[config.mk]
export PLATFORM = sky130hd
export DESIGN_NAME = imem_loader
export DESIGN_NICKNAME = d
export VERILOG_FILES = /design/src/rtl/imem_loader.sv
export SDC_FILE = /design/constraint.sdc
export NUM_CORES = 1
export LEC_CHECK = 0
export ABC_AREA = 1
export CORE_MARGIN = 2
export CORE_UTILIZATION = 45
export CTS_BUF_LIST = sky130_fd_sc_hd__clkbuf_8 sky130_fd_sc_hd__clkbuf_16
export CTS_CLUSTER_SIZE = 20
export DETAILED_ROUTE_END_ITERATION = 16
export DONT_BUFFER_PORTS = 1
export GPL_ROUTABILITY_DRIVEN = 0
export SLEW_MARGIN = 40
export SYNTH_ARGS = -nofsm -noshare
export SYNTH_HDL_FRONTEND = slang
export SYNTH_SLANG_ARGS = --single-unit
[constraint.sdc]
create_clock -name clk -period 3.7 [get_ports clk]
set_input_delay 0.74 -clock clk [delete_from_list [all_inputs] [get_ports clk]]
set_output_delay 0.74 -clock clk [all_outputs]
set_load 0.02 [all_outputs]
[src/rtl/imem_loader.sv]
// Byte-stream program loader: packs bytes MSB-first into 32-bit words and writes imem from address 0.
// Latency: the word write comes 1 cycle after its 4th byte; in_ready drops only in the write cycle and after the load ends.
module imem_loader #(
  parameter int ADDR_W = 8
) (
  input  logic              clk,
  input  logic              clr,
  input  logic              start,
  input  logic              in_valid,
  input  logic [7:0]        in_data,
  output logic              in_ready,
  output logic              imem_we,
  output logic [ADDR_W-1:0] imem_addr,
  output logic [31:0]       imem_wdata,
  output logic              cpu_hold,
  output logic              done,
  output logic              error,
  output logic [ADDR_W:0]   word_count
);

  typedef enum logic [2:0] {
    S_IDLE,
    S_RECV,
    S_WRITE,
    S_DONE,
    S_ERR
  } state_t;

  state_t            state, state_n;
  logic [1:0]        byte_cnt, byte_cnt_n;
  logic [31:0]       asm_word, asm_word_n;
  logic              in_ready_n, imem_we_n, cpu_hold_n, done_n, error_n;
  logic [ADDR_W-1:0] imem_addr_n;
  logic [31:0]       imem_wdata_n;
  logic [ADDR_W:0]   word_count_n;
  logic [31:0]       shifted_word;
  logic              accept;
  logic              begin_load;

  assign shifted_word = {asm_word[23:0], in_data};
  assign accept       = in_valid && in_ready;
  assign begin_load   = start && ((state == S_IDLE) || (state == S_DONE) || (state == S_ERR));

  // Every output is computed here one cycle ahead and then registered.
  always_comb begin
    state_n      = state;
    byte_cnt_n   = byte_cnt;
    asm_word_n   = asm_word;
    in_ready_n   = 1'b0;
    imem_we_n    = 1'b0;
    imem_addr_n  = imem_addr;
    imem_wdata_n = imem_wdata;
    cpu_hold_n   = cpu_hold;
    done_n       = done;
    error_n      = error;
    word_count_n = word_count;

    if (begin_load) begin
      state_n      = S_RECV;
      byte_cnt_n   = 2'd0;
      in_ready_n   = 1'b1;
      imem_addr_n  = '0;
      word_count_n = '0;
      cpu_hold_n   = 1'b1;
      done_n       = 1'b0;
      error_n      = 1'b0;
    end else begin
      case (state)
        S_RECV: begin
          in_ready_n = 1'b1;
          if (accept) begin
            asm_word_n = shifted_word;
            byte_cnt_n = byte_cnt + 2'd1;
            if (byte_cnt == 2'd3) begin
              state_n      = S_WRITE;
              in_ready_n   = 1'b0;
              imem_we_n    = 1'b1;
              imem_wdata_n = shifted_word;
              word_count_n = word_count + {{ADDR_W{1'b0}}, 1'b1};
            end
          end
        end
        S_WRITE: begin
          // The word just written is still on imem_wdata and decides the exit.
          if (imem_wdata[31:26] == 6'b111111) begin
            state_n    = S_DONE;
            done_n     = 1'b1;
            cpu_hold_n = 1'b0;
          end else if (imem_addr == {ADDR_W{1'b1}}) begin
            state_n = S_ERR;
            error_n = 1'b1;
          end else begin
            state_n     = S_RECV;
            in_ready_n  = 1'b1;
            imem_addr_n = imem_addr + {{(ADDR_W-1){1'b0}}, 1'b1};
          end
        end
        default: ;
      endcase
    end
  end

  always_ff @(posedge clk or posedge clr) begin
    if (clr) begin
      state      <= S_IDLE;
      byte_cnt   <= 2'd0;
      asm_word   <= '0;
      in_ready   <= 1'b0;
      imem_we    <= 1'b0;
      imem_addr  <= '0;
      imem_wdata <= '0;
      cpu_hold   <= 1'b1;
      done       <= 1'b0;
      error      <= 1'b0;
      word_count <= '0;
    end else begin
      state      <= state_n;
      byte_cnt   <= byte_cnt_n;
      asm_word   <= asm_word_n;
      in_ready   <= in_ready_n;
      imem_we    <= imem_we_n;
      imem_addr  <= imem_addr_n;
      imem_wdata <= imem_wdata_n;
      cpu_hold   <= cpu_hold_n;
      done       <= done_n;
      error      <= error_n;
      word_count <= word_count_n;
    end
  end

endmodule

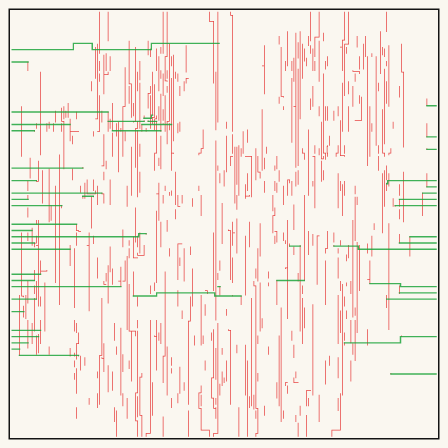
Figure 1: wiring by layer.
Only two layers are drawn.
| color | layer | wire length |
|---|---|---|
| green | M3 | 490 microns |
| red | M2 | 3,000 microns |

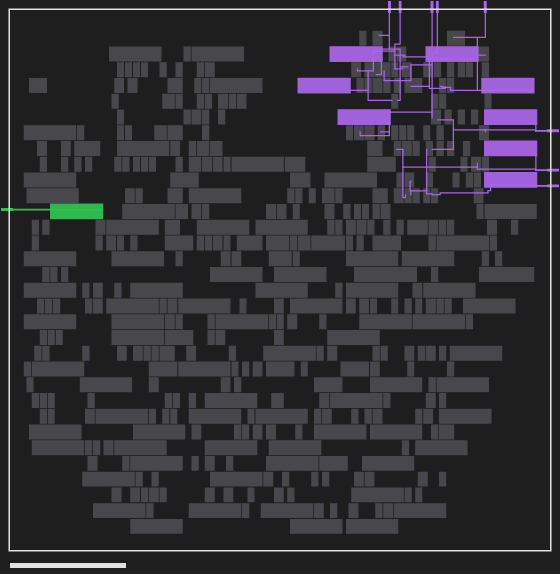
Figure 2: I/O nets highlighted.
Bar = 20 microns.
| color | port | bits | direction | end cells | buffers | wire |
|---|---|---|---|---|---|---|
| green | imem_we | 1 | output | 1 | 0 | 15.6 microns |
| purple | imem_addr | 8 | output | 8 | 0 | 287 microns |

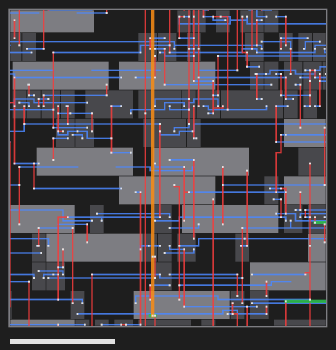
Figure 3: a small window of the routed layout.
Bar = 10 microns. Window x 32 to 62, y 32 to 62 microns. Cells in gray, sequential cells in the stronger gray; small squares are vias.
| color | layer |
|---|---|
| orange | M4 |
| blue | M1 |
| green | M3 |
| red | M2 |
most frequent: nand2_1 (16), inv_1 (11), dfrtp_1 (11)
netlist names of flops here include: asm_word (6), byte_cnt (2)
cells with their middle in the window: 60
sequential cells in the window: 11

==> qor.log <==
[status] status finished clean
[final_timing] max_slew headroom 0.6051
[yosys] number of warning messages in the yosys log 0
[yosys] Max-area cell share 0.5720
[detailed_routing] routed via count divided by cell count 4.924
[yosys] average size of a mapped cell 8.521 sq um
[clock_tree] clock slew at reported path FFs 0.09 ns
[pwr] Clock Power 0.000657 W
[clock_tree] buffer cell driving the clock tree root clkbuf_8
[pwr] total net switching power 0.0003450 W
[yosys] Post-Synth AOI/OAI Area 0.08441
[layout] most used logic cell in the final layout nand2_1
[yosys] count of mapped cells out of synthesis 421
[final_timing] final-layout setup total negative slack 0 ns
[detailed_routing] number of DRC violations after detailed routing 0
[final_timing] actual transition at the worst max-transition pin 0.5917 ns
[layout] fraction of area in clock buffers and inverters 0.05241
[global_routing] initial antenna violation count 0
[clock_tree] Post CTS Setup Buffer Count 0
[final_timing] max-slew violation total from the final report 0
[floorplan] height of the chip 93.29 microns
[clock_tree] post-CTS resize count 0
[yosys] Net Count, Synth 436
[layout] fraction of final layout cells sized beyond drive strength 1 0.07059
[job] Log Warnings 26
[clock_tree] clock tree from TritonCTS built
[final_timing] time the worst path needs with I/O delays and setup 2.106 ns
[floorplan] number of top-level design ports 66
[layout] proportion of cell area occupied by registers 0.5374
[final_timing] setup violation total in the final timing report 0
[yosys] part of the Yosys area used for sequential elements 0.5794
[layout] layout buffer count excluding clock buffers 3
[layout] dominant kind of cell flip-flops and latches
[detailed_routing] number of detailed-routing iterations run before antenna repair 5
[clock_tree] maximum root-to-sink buffer count 2
[detailed_routing] routed len/inst 13.31 microns
[layout] signal buffers share of area 0.005823
[yosys] prevailing logic family in the synthesized netlist simple AND/OR/NAND/NOR gates
[pwr] IR Drop Worst-Case VDD 185.3 uV
[global_routing] total grt overflow 0
[floorplan] Pre-Place Util 0.4642
[hold_path] worst min path class in -> async
[worst_setup_path] data arrival time of the critical path 2.34 ns
[global_routing] largest net degree at the start of global routing 61
[placement] final HPWL from detailed placement 4692 microns
[final_timing] unrepaired setup endpoints after global routing no
[layout] count of inverters other than clock inverters in the layout 51
[layout] storage element area 2078 sq um
[global_routing] global-route wire length before repair 12,480 microns
[detailed_routing] number of routed nets with antenna violations 0
[clock_tree] cts hold-fix bufs 0
[layout] area added between synthesis and finish 7.813%
[pwr] leading power group registers
[worst_setup_path] Crit Path Class reg -> reg
[yosys] #FFs+latches synth 83
[pwr] P_seq 0.000906 W
[final_timing] minimum hold slack 0.2684 ns
[layout] number of inserted diodes 0
[layout] multi-input gate share of the layout cell area 0.3200
[yosys] portion of netlist area occupied by mux cells 0
[yosys] adder-cell share of the synthesized area 0.01046
[pwr] switching part of the total power 0.2181
[pwr] combinational cell fraction of total power 0.012
[layout] Post-layout nets 435
[worst_setup_path] startpoint types register
[yosys] Synth Cell Area 3587 sq um
[pwr] power dissipated in combinational cells 0.0000188 W
[pwr] internal portion of total power 0.001237 W
[layout] top logic cells by instance count in the layout nand2_1 (143), dfrtp_1 (82), inv_1 (48)
[yosys] number of standard cells reported by yosys 421
[yosys] fraction of the mapped netlist area in simple logic gates 0.2438
[pwr] power density of the placed cells 409.0 nW/um^2
[layout] logic area 1237 sq um
[worst_setup_path] crit-path max FO 60
[job] Max-Cap Viols 0
[yosys] distinct cell type count of the synthesized netlist 24
[worst_setup_path] endpoint kind of the worst setup timing path register
[worst_setup_path] Data required, critical path 3.94 ns
[layout] Fill cells 736
[floorplan] core region area 7727 sq um
[global_routing] vias in the first global route 2,660
[final_timing] share of the clock period used by the worst path 0.5693
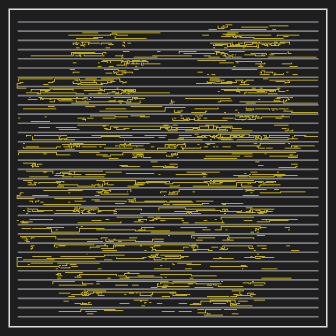
Figure 4: M1 wires.
Supply wires on this layer in gray.
share of all routed wire: 50%
wire length on this layer: 3,480 microns
longest straight run: 35.0 microns
met1 routing resource usage after global routing: 0.2516
number of vias in the routed layout: 2,595
final wirelength: 7017 microns

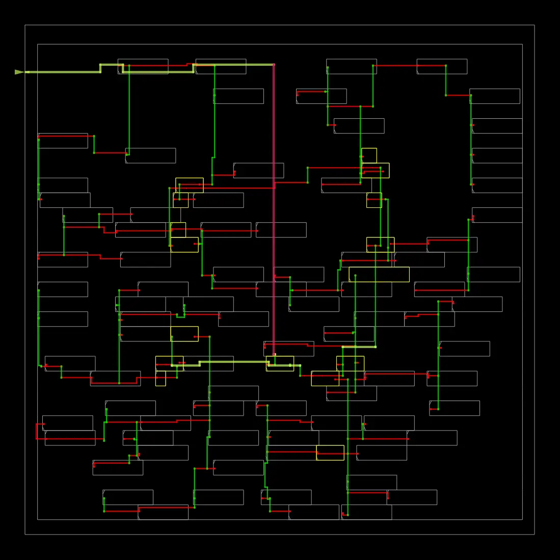
Figure 5: clock nets.
worst skew pair latency: 0.34 ns
total of clock buffers placed in the layout: 10
number of CTS-inserted buffers: 9
sequential cell count: 83
clk_skew: 0.007647 ns

registers in the layout, indices dropped and copies added (netlist names):
signal      flops
error           1
byte_cnt        2
imem_addr       8
done            1
in_ready        1
asm_word       24
state           3
imem_wdata     32
imem_we         1
cpu_hold        1
word_count      9
metrics by stage:
stage	utilization	std cells	setup slack, ns	cell area, sq um	power, W
finish	0.5005	527	1.594	3867	0.001582
global route	0.5005	527	1.389	3867	0.001648
CTS	0.5005	527	1.555	3867	0.001601
detailed placement	0.4743	511	1.338	3665	0.0009451
global placement	0.4734	511	1.212	3659	0.0009447
floorplan	-	421	0.8249	3587	0.0009376
worst paths after layout:
path                            slack (ns)   startpoint            end
max in group asynchronous             2.81          clr   asm_word[16]
worst min-delay path                  0.27          clr  word_count[2]
worst max register to register        1.59     in_ready  word_count[1]
min in group clk                      0.48  byte_cnt[0]    byte_cnt[0]
worst min register to register        0.48  byte_cnt[0]    byte_cnt[0]
worst max-delay path                  1.59     in_ready  word_count[1]
layer usage:
layer / track usage / vias up / share of wire
met5: 0 / - / 0
met4: 0.06863 / 0 / 0.0076
met1: 0.2516 / 1198 / 0.50
li1: - / 1324 / -
met2: 0.2704 / 71 / 0.43
met3: 0.05882 / 2 / 0.070
critical path: stages (launching register included):
cell and delay [ns]:
dfrtp_1 0.47, nand2_1 0.18, inv_1 0.09, nand2_1 0.09, nor2_4 0.45, inv_4 0.35, nand2_2 0.20, inv_2 0.06
nand2_1 0.06, nand2_1 0.05
synthesized netlist by cell type (all sizes together):
master	count
ha	3
nor3	1
buf	13
o21bai	1
nand4	7
clkbuf	2
dfrtp	82
a21oi	4
xor2	2
inv	51
nand3	32
nor2	23
nand2	144
dfstp	1
o21ai	55
Power is estimated from default activity; no workload was simulated.
